Figure 1. Metal 1 (run 1).
(1.5 px per um)
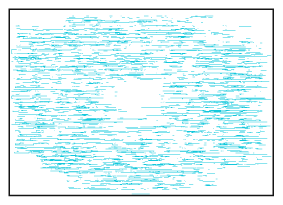
Figure 2. Selected gate families (run 1).
(1.5 px per um)
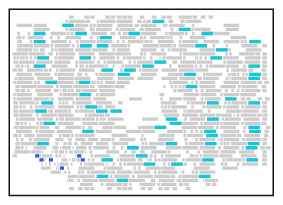
Figure 3. Track usage over the die (run 1).
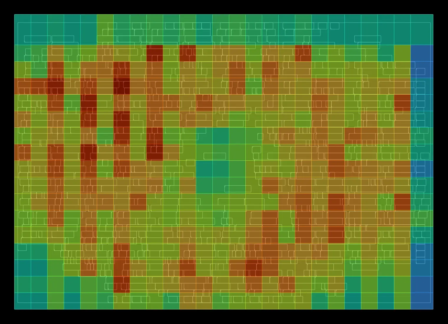
**src/rtl/stage_fetch_queue.sv**
```systemverilog
`default_nettype none
// ============================================================================
//  Module   : stage_fetch_queue
//  Purpose  : Instruction queue between fetch and decode. Each cycle that
//             memory returns a fresh word, the (fetch_pc, mem_rdata) pair is
//             pushed into a DEPTH-entry circular buffer. The head entry is
//             handed to decode with a valid/ready handshake. The queue
//             back-pressures fetch through stall_out, and a flush discards
//             every wrong-path entry plus the in-flight response.
//  Ports    : clk, rst         - clock, synchronous active-high reset
//             fetch_pc         - address of the word on mem_rdata this cycle
//             mem_rdata        - registered instruction word from memory
//             flush            - redirect from execute; kills queue contents
//             stall_out        - hold request to the fetch stage
//             dec_valid/dec_pc/dec_instr/dec_ready - decode handshake
//  Options  : FETCH_QUEUE_BYPASS_EN - when defined, a word arriving at an
//             empty queue is presented to decode in the same cycle.
//  Revision : 1.0 - initial release
// ============================================================================
module stage_fetch_queue #(
    parameter int DEPTH = 4,
    parameter int PTR_W = $clog2(DEPTH)
) (
    input  logic        clk,
    input  logic        rst,
    input  logic [31:0] fetch_pc,
    input  logic [31:0] mem_rdata,
    input  logic        flush,
    output logic        stall_out,
    output logic        dec_valid,
    output logic [31:0] dec_pc,
    output logic [31:0] dec_instr,
    input  logic        dec_ready
);

    localparam int CNT_W = PTR_W + 1;

    logic [31:0]      r_pc_mem    [DEPTH];
    logic [31:0]      r_instr_mem [DEPTH];
    logic [PTR_W-1:0] r_rd_ptr;
    logic [PTR_W-1:0] r_wr_ptr;
    logic [CNT_W-1:0] r_count;
    logic             r_rsp_valid;

    logic             w_push;
    logic             w_pop;
    logic             w_empty;
    logic             w_head_valid;
    logic [CNT_W:0]   w_occupancy;

    assign w_empty      = (r_count == '0);
    assign w_head_valid = ~w_empty & ~flush;

    // Occupancy including the word that may arrive next edge. Stalling on
    // this sum (without crediting a same-cycle pop) guarantees a free slot
    // for the response that is already in flight.
    assign w_occupancy  = {1'b0, r_count} + {{CNT_W{1'b0}}, r_rsp_valid};
    assign stall_out    = rst | (~flush & (w_occupancy >= (CNT_W + 1)'(DEPTH)));

`ifdef FETCH_QUEUE_BYPASS_EN
    logic w_bypass;

    // Empty queue with a fresh word: forward it straight to decode. If decode
    // takes it, it never touches storage.
    assign w_bypass  = w_empty & r_rsp_valid & ~flush;
    assign dec_valid = w_head_valid | w_bypass;
    assign dec_pc    = w_bypass ? fetch_pc  : r_pc_mem[r_rd_ptr];
    assign dec_instr = w_bypass ? mem_rdata : r_instr_mem[r_rd_ptr];
    assign w_push    = r_rsp_valid & ~flush & ~(w_bypass & dec_ready);
    assign w_pop     = w_head_valid & dec_ready;
`else
    assign dec_valid = w_head_valid;
    assign dec_pc    = r_pc_mem[r_rd_ptr];
    assign dec_instr = r_instr_mem[r_rd_ptr];
    assign w_push    = r_rsp_valid & ~flush;
    assign w_pop     = w_head_valid & dec_ready;
`endif

    // A word returned after a stalled cycle duplicates one already captured,
    // so only words following an unstalled cycle are marked fresh.
    always_ff @(posedge clk) begin
        if (rst) begin
            r_rsp_valid <= 1'b0;
        end else begin
            r_rsp_valid <= ~stall_out;
        end
    end

    always_ff @(posedge clk) begin
        if (rst || flush) begin
            r_rd_ptr <= '0;
            r_wr_ptr <= '0;
            r_count  <= '0;
        end else begin
            if (w_push) begin
                r_wr_ptr <= r_wr_ptr + PTR_W'(1);
            end
            if (w_pop) begin
                r_rd_ptr <= r_rd_ptr + PTR_W'(1);
            end
            case ({w_push, w_pop})
                2'b10:   r_count <= r_count + CNT_W'(1);
                2'b01:   r_count <= r_count - CNT_W'(1);
                default: r_count <= r_count;
            endcase
        end
    end

    // Storage is cleared on reset so the head reads as zero afterwards.
    always_ff @(posedge clk) begin
        if (rst) begin
            for (int i = 0; i < DEPTH; i++) begin
                r_pc_mem[i]    <= '0;
                r_instr_mem[i] <= '0;
            end
        end else if (w_push) begin
            r_pc_mem[r_wr_ptr]    <= fetch_pc;
            r_instr_mem[r_wr_ptr] <= mem_rdata;
        end
    end

endmodule
`default_nettype wire
```
**config.mk**
```make
export PLATFORM = sky130hd
export DESIGN_NAME = stage_fetch_queue
export DESIGN_NICKNAME = d
export VERILOG_FILES = /design/src/rtl/stage_fetch_queue.sv
export SDC_FILE = /design/constraint.sdc
export NUM_CORES = 1
export LEC_CHECK = 0
export CORE_ASPECT_RATIO = 0.7
export CORE_UTILIZATION = 55
export DETAILED_ROUTE_END_ITERATION = 10
export PLACE_DENSITY = 0.9
export SETUP_SLACK_MARGIN = 0.2
export SYNTH_ARGS = -nofsm -noshare
export SYNTH_HDL_FRONTEND = slang
export SYNTH_SLANG_ARGS = --single-unit
export TNS_END_PERCENT = 20
```
**constraint.sdc**
```tcl
create_clock -name clk -period 3.5 [get_ports clk]
set_clock_uncertainty 0.1 [all_clocks]
set_input_delay 0.525 -clock clk [delete_from_list [all_inputs] [get_ports clk]]
set_output_delay 0.525 -clock clk [all_outputs]
set_load 0.02 [all_outputs]
```
==> impl_metrics.py, run 1 <==
# Generated from Yosys and OpenROAD reports
metrics = {
    "detailed_routing": {
        "drt-initial-drc-count": 619,
        "firstDrtPassIters": 5,
    },
    "die": {
        "io_pins": 134,
        "coreArea_mm2": 0.0202,
    },
    "yosys": {
        "top_area_frac": 0.667,
        "yosys_cells": 675,
        "syn_area_mm2": 0.0115,
        "synthCells": 675,
    },
    "layout": {
        "final_area_mm2": 0.0139,
        "syn2layout_area_growth_pct": 20.6,
    },
    "power": {
        "p_sw_mw": 1.42,
        "seq-power_mw": 3.69,
        "clkPwrFrac": 0.362,
        "power_density_mw_per_mm2": 477,
    },
    "clocking": {
        "clock_path_buffers": 3,
        "cts_tree": "built",
    },
    "worst_setup_path": {
        "crit_end": "dec_instr[31]",
        "crit_arrival_ns": 2.47,
        "cpMaxStageDelayCell": "mux4_2",
    },
    "placement": {
        "placedCellCount": 1053,
    },
    "final_timing": {
        "setup-tns-final_ns": 0,
        "tightest_slew_ns": 0.677,
    },
    "status": {
        "run_status": "completed",
    },
    "run": {
        "tool_warnings": 26,
        "cap_viol_max_count": 0,
    },
    "worst_hold_path": {
        "whs_path_depth": 2,
        "hold_end": "r_rd_ptr[0]",
    },
}
Notes on Figure 1 above:
The layer holds 40% of the routed length. The longest straight run is 46.0 um.
GRT met1 Usage: 0.298
DRT Wirelength: 22,900 um
routed via count: 6,101

Notes on Figure 2 above:
Key: blue = XOR/XNOR gates [cells 6, most used xor2_1, where bottom left]; cyan = multiplexers [cells 64, most used mux4_2, where widely spread]
combinational share of cell area: 0.242
Layout Cells excl Fill: 1,098

Notes on Figure 3 above:
DR WL/cell: 20.9 um
most used routing layer: met2
met3 usage: 0.0538

-- run 1: cells in the final DEF, fill, tap and decap left out, types with 6 or more instances in the layout --
cell	synthesis	layout
and2_1	256	256
buf_12	0	7
buf_4	0	11
clkbuf_16	0	26
clkdlybuf4s50_1	0	133
clkinv_1	0	7
clkinv_2	0	6
dfxtp_1	10	8
edfxtp_1	256	256
mux4_2	64	64
nor2_1	12	12
-- run 1: critical path: cells and delay by family, from the launching register on --
family	cells	cell delay, ns
buffers and inverters	2	0.84
muxes	1	0.59
DFF	1	0.51
-- run 1: per-stage QoR --
step | hold WS, ns | setup slack (ns)
after global routing | 0.470 | 0.310
after global placement | 0.410 | 0.761
final | 0.450 | 0.402
after detailed placement | 0.430 | 0.691
after floorplan | 0.385 | 0.906
after CTS | 0.447 | 0.209
-- run 1: layout make-up --
type	instances	area (um2)
multi-input cells	361	3360
flip-flops and latches	266	7900
repair buffers	152	1580
clock buffers	30	644
inverters	5	18.8
fillers	1328	6280
well taps	270	338
clock inverters	14	63.8
-- run 1: state kept, by name, indices dropped and copies added, names as in the netlist, named ones only --
register and flops:
r_wr_ptr 2, r_instr_mem 128, r_count 3, r_rsp_valid 1, r_rd_ptr 2, r_pc_mem 128
-- run 1: logic make-up after synthesis --
family,after synthesis,synth area share
multiplexers,64,0.125
flip-flops,266,0.684
XOR/XNOR,6,0.00456
buffers and inverters,48,0.0276
adder cells (fa/ha/maj),2,0.00282
AND/OR/NAND/NOR,281,0.151
AND-OR/OR-AND,8,0.00478
-- run 1: layer usage --
metal / vias to the layer above / wire (um)
met2: 231 / 11300
met1: 3078 / 9210
met3: 37 / 2110
met4: 2 / 344
li1: 2753 / -
met5: - / 13
-- run 1: what timing repair did --
action	in CTS	in global routing
setup buffers	0	1
hold buffers	0	0
setup endpoints to repair	0	22
Figure 4. Register map, names as in the netlist (run 1).
(3 px per um)
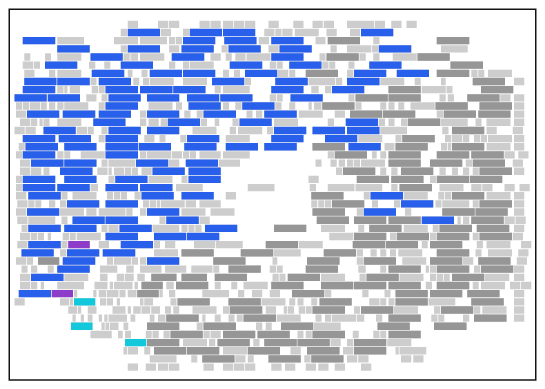

==> run 2: changes to the inputs <==
Settings changed: CORE_MARGIN set to 4.
Figure 5. Register map, names as in the netlist (run 2).
(2 px per um)
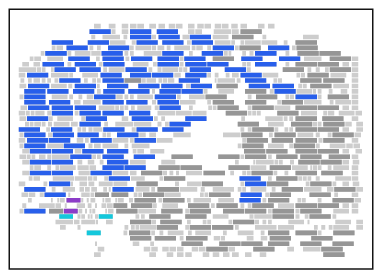
Key: purple = `r_wr_ptr` [placed flops 2]; cyan = `r_count` [placed flops 3]; blue = `r_pc_mem` [placed flops 128]
Another 133 sequential cells are not coloured.

==> run 2 against run 1 <==
Effect of this change:
- first-iteration DRC count decreased by 14%
- sequential power about the same
- sequential cell count unchanged
- final cell count decreased by 0.64%
- critical endpoint is now dec_pc[31]
- utilization increased by 0.38 points
- largest power group unchanged
- final area increased by 0.56%
- die size increased by 8.5%
- global-route usage decreased by 2.2 points
- clock power increased by 12%
- total power increased by 4.4%
==> impl_metrics.py, run 2 <==
# Generated from Yosys and OpenROAD reports
metrics = {
    "layout": {
        "top_regs": "r_instr_mem x128, r_pc_mem x128, r_count x3",
        "final_area_mm2": 0.0140,
        "nFillCells": 1319,
        "syn2layout_area_growth_pct": 21.3,
        "stdcell_count": 1091,
        "lay_top_cells": "and2_1, edfxtp_1, clkdlybuf4s50_1, mux4_2, clkbuf_16",
    },
    "final_timing": {
        "setup-tns-final_ns": 0,
        "fmax_mhz": 319,
        "tightest_slew_ns": 0.687,
        "setup_ws_ns": 0.369,
        "holdWs_ns": 0.427,
        "period_minus_slack_ns": 3.13,
    },
    "clocking": {
        "cts_tree": "built",
        "cts_inserted_buffers": 24,
        "ctsHoldBuffers": 0,
        "post_cts_resized": 0,
        "post_cts_buffers": 0,
        "clock_path_buffers": 3,
    },
    "detailed_routing": {
        "firstDrtPassIters": 5,
        "wirelength_um": 23300,
        "drt-initial-drc-count": 532,
        "num_vias": 6123,
    },
    "power": {
        "peakVddDrop_mv": 0.479,
        "power_density_mw_per_mm2": 496,
    },
    "placement": {
        "pre_cts_ws_ns": 0.687,
        "gp_congestion": 0.710,
        "placedCellCount": 1048,
    },
    "worst_setup_path": {
        "ff2ff_setup_slack_ns": 1.43,
        "crit_path_end_kind": "output port",
        "reg2reg_from": "r_count[0]",
        "crit_end": "dec_pc[31]",
        "cpMaxStageDelayCell": "clkdlybuf4s50_1",
        "critPathKind": "reg2out",
        "worst_setup_path_start_kind": "flop",
        "crit_arrival_ns": 2.51,
        "timing.rr.end": "r_count[2]",
    },
    "yosys": {
        "syn_area_mm2": 0.0115,
        "edf_count": 256,
        "async_flop_share": 0,
        "top_cells_by_count": "and2_1, edfxtp_1, mux4_2",
        "yosys_cells": 675,
        "top_area_frac": 0.667,
        "synthCells": 675,
    },
    "die": {
        "coreArea_mm2": 0.0202,
        "dieHeight_um": 129,
        "io_pins": 134,
    },
    "run": {
        "cap_viol_max_count": 0,
        "tool_warnings": 26,
    },
    "status": {
        "run_status": "completed",
    },
    "global_route": {
        "grt_overflow_total": 0,
    },
}
Figure 6. Track usage over the die (run 2).
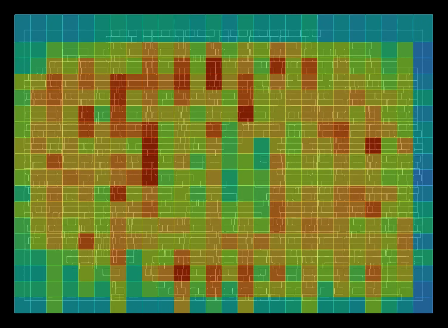
met3 usage: 0.0575
DR WL/cell: 21.3 um
final design utilization: 0.693

==> run 2: cell counts after synthesis <==
No cell type changed its count.
==> run 2: how the worst min path moves through the flow <==
stage           startpoint     endpoint  slack, ns  cells after the start
4_1_cts        r_rd_ptr[1]  r_rd_ptr[1]       0.43                      2
5_1_grt        r_rd_ptr[1]  r_rd_ptr[1]       0.47                      2
3_5_place_dp   r_rd_ptr[1]         flop       0.41                      2
6_report       r_rd_ptr[1]  r_rd_ptr[1]       0.43                      2
3_3_place_gp   r_rd_ptr[1]         flop       0.40                      2
2_1_floorplan  r_rd_ptr[1]         flop       0.38                      2
==> run 2: layout make-up <==
cell class	count	area, um2	share of cell area
Clock buffer	31	688	0.0492
Clock inverter	12	135	0.00967
Inverter	5	18.8	0.00134
Multi-Input combinational cell	361	3360	0.240
Sequential cell	266	7900	0.565
Tap cell	270	338	0.0242
Timing Repair Buffer	146	1540	0.110
==> run 2: power breakdown <==
part	switching [mW]	leakage (nW)	internal [mW]
Clock	1.10	0.408	1.60
Sequential	0.0428	2.71	3.64
Combinational	0.278	1.81	0.267
Total	1.42	4.93	5.51
==> run 2: cell families after synthesis <==
group                      Yosys count  synth area share
adders and majority gates            2           0.00282
and+or+nand+nor                    281             0.151
DFF                                266             0.684
xor gates and xnor gates             6           0.00456
AOI/OAI and AO/OA                    8           0.00478
buffers and inverters               48            0.0276
muxes                               64             0.125
==> run 2: metal layers <==
metal / vias to the layer above / track usage / part of all wire
met5: - / 0 / 0.00086
met4: 2 / 0.0388 / 0.017
met3: 36 / 0.0575 / 0.082
met2: 194 / 0.326 / 0.48
met1: 3141 / 0.279 / 0.42
li1: 2750 / - / -
==> run 2: worst max-delay path: cells and delay by family (launching register included) <==
kind     cells  cell delay (ns)
buf+inv      2             0.87
flops        1             0.53
mux          1             0.57
Figure 7. A small window of the routed layout (run 2).
Window x 123 to 148, y 84 to 109 um. Cells in grey, sequential cells in the stronger grey; small squares are vias.
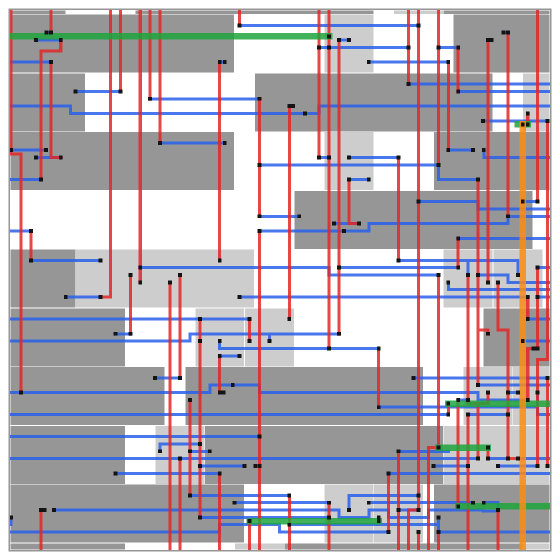

==> run 3: changes to the inputs <==
Settings changed: GPL_ROUTABILITY_DRIVEN set to 0, PLACE_DENSITY 0.9 to unset, PLACE_DENSITY_LB_ADDON set to 0.05.
Figure 8. A small window of the routed layout (run 3).
Window x 123 to 148, y 84 to 109 um. Cells in grey, sequential cells in the stronger grey; small squares are vias.
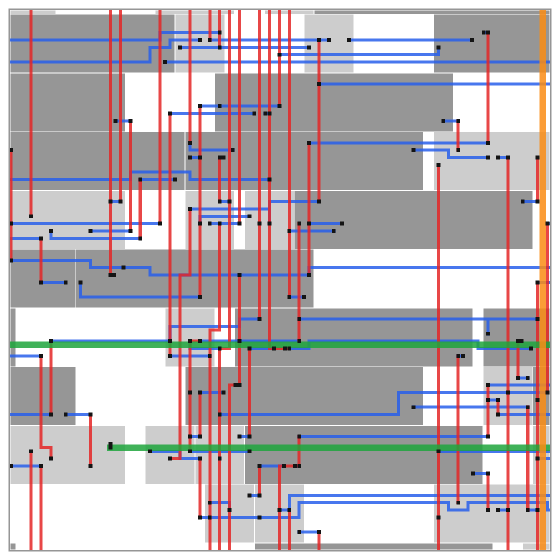
Key: orange = met4; blue = met1; red = met2; green = met3
Most frequent: and2_1 (10), edfxtp_1 (9), mux4_2 (4). Sequential cells in the window: 9. Netlist names of flops here include `r_instr_mem` (8), `r_pc_mem` (1). 24 logic cells have their middle in the window.

Figure 9. Selected gate families (run 3).
(1.5 px per um)
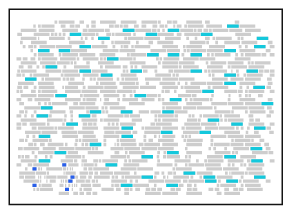
Key: blue = XOR/XNOR gates [cells 6, most used xor2_1, where bottom left]; cyan = multiplexers [cells 64, most used mux4_2, where widely spread]
Layout Cells excl Fill: 1,103
combinational share of cell area: 0.240

==> run 3 against run 2 <==
Effect of this change:
- non-clock buffer count is 10 higher
- sequential cell count stayed put
- register-to-register slack worse by 0.11 ns
- critical path depth stayed put
- utilization is 0.24 points higher
- synthesized cell count stayed put
- global-route usage is 0.62 points higher
- sequential share of layout area is 0.20 points lower
- final cell count is 1.1% higher
- sequential power hardly changed
- maximum frequency is 4.5% higher
- largest power group unchanged
==> impl_metrics.py, run 3 <==
# Generated from Yosys and OpenROAD reports
metrics = {
    "status": {
        "run_status": "completed",
    },
    "clocking": {
        "clock_path_buffers": 3,
        "post_cts_resized": 0,
        "cts_inserted_buffers": 26,
        "cts_tree": "built",
    },
    "final_timing": {
        "setup_ws_ns": 0.504,
        "fmax_mhz": 334,
        "tightest_slew_ns": 0.724,
        "period_minus_slack_ns": 3.00,
    },
    "yosys": {
        "simple_gate_share": 0.151,
        "topCombFamilyByArea": "simple AND/OR/NAND/NOR gates",
        "synthCells": 675,
        "ys_sh_xor": 0.00456,
        "fa_ha_area_frac": 0.00282,
        "synth.area.mux_share": 0.125,
        "top_area_frac": 0.667,
    },
    "layout": {
        "nFillCells": 1373,
        "final_util": 0.695,
        "lay_top_cells": "and2_1, edfxtp_1, clkdlybuf4s50_1, mux4_2, clkbuf_16",
        "final_area_mm2": 0.0140,
        "top_regs": "r_instr_mem x128, r_pc_mem x128, r_count x3",
    },
    "power": {
        "p_sw_frac": 0.213,
        "clkPwrFrac": 0.383,
        "comb_power_share": 0.080,
        "peakVddDrop_mv": 0.318,
        "p_int_mw": 5.39,
    },
    "worst_setup_path": {
        "cpMaxStageDelayCell": "mux4_2",
        "critPathKind": "reg2out",
        "worst_setup_path_start_kind": "flop",
        "ff2ff_setup_slack_ns": 1.32,
        "crit_arrival_ns": 2.37,
    },
    "run": {
        "tool_warnings": 26,
        "cap_viol_max_count": 0,
    },
    "global_route": {
        "grt_overflow_total": 0,
    },
    "placement": {
        "placedCellCount": 1053,
        "pre_cts_ws_ns": 0.588,
    },
    "detailed_routing": {
        "num_vias": 6180,
        "firstDrtPassIters": 4,
    },
    "die": {
        "dieHeight_um": 129,
    },
}
==> run 3: cell counts after synthesis <==
Identical to the previous run, type by type.
==> run 3: cell families (layout without fill, tap and decap cells) <==
kind of cell	count (synthesis)	count (layout)
buffers and inverters	48	206
adder cells (fa/ha/maj)	2	2
AND/OR/NAND/NOR	281	281
multiplexers	64	64
AND-OR/OR-AND	8	8
XOR/XNOR	6	6
flip-flops	266	266
==> run 3: final cells by class <==
type                       instances  area, um2  area share
clock buffer                      34        702      0.0500
clock inverter                    11       82.6     0.00589
inverter                           5       18.8     0.00134
multi-input combinational        361       3360       0.240
sequential                       266       7900       0.563
tap                              270        338      0.0241
timing repair buffer             156       1630       0.116
==> run 3: worst max-delay path: cells and delay by family (launching register included) <==
family	cells	cell delay (ns)
buf+inv	2	0.86
flops	1	0.40
mux	1	0.59
==> run 3: worst paths after layout <==
check	cells past startpoint	endpoint	startpoint
setup reg to reg	4	r_instr_mem[1][26]	r_rsp_valid
hold reg to reg	2	r_rd_ptr[0]	r_rd_ptr[0]
hold / removal	2	r_rd_ptr[0]	r_rd_ptr[0]
setup / recovery	3	dec_pc[12]	flop
==> run 3: timing repair <==
item | 4_1_cts | 5_1_grt
setup endpoints to repair | 4 | 0
buffers inserted | 5 | 0
hold buffers | 0 | 0
endpoints found under the hold margin | 0 | 0
==> run 3: power by group through the flow <==
stage          Clock (mW)  Combinational [mW]  Sequential, mW
6_report             2.62               0.547            3.68
5_1_grt              2.79               0.583            3.70
4_1_cts              2.66               0.556            3.69
3_5_place_dp            0               0.549            3.75
3_3_place_gp            0               0.544            3.74
2_1_floorplan           0               0.265            3.74
==> run 3: layer usage <==
layer	vias up	global-route usage	wire, um
li1	2778	-	-
met1	3183	0.291	10400
met2	182	0.350	12000
met3	31	0.0426	1490
met4	6	0.0304	267
met5	-	0	34
Power figures rest on the tool's default switching activity, not on a simulated workload.
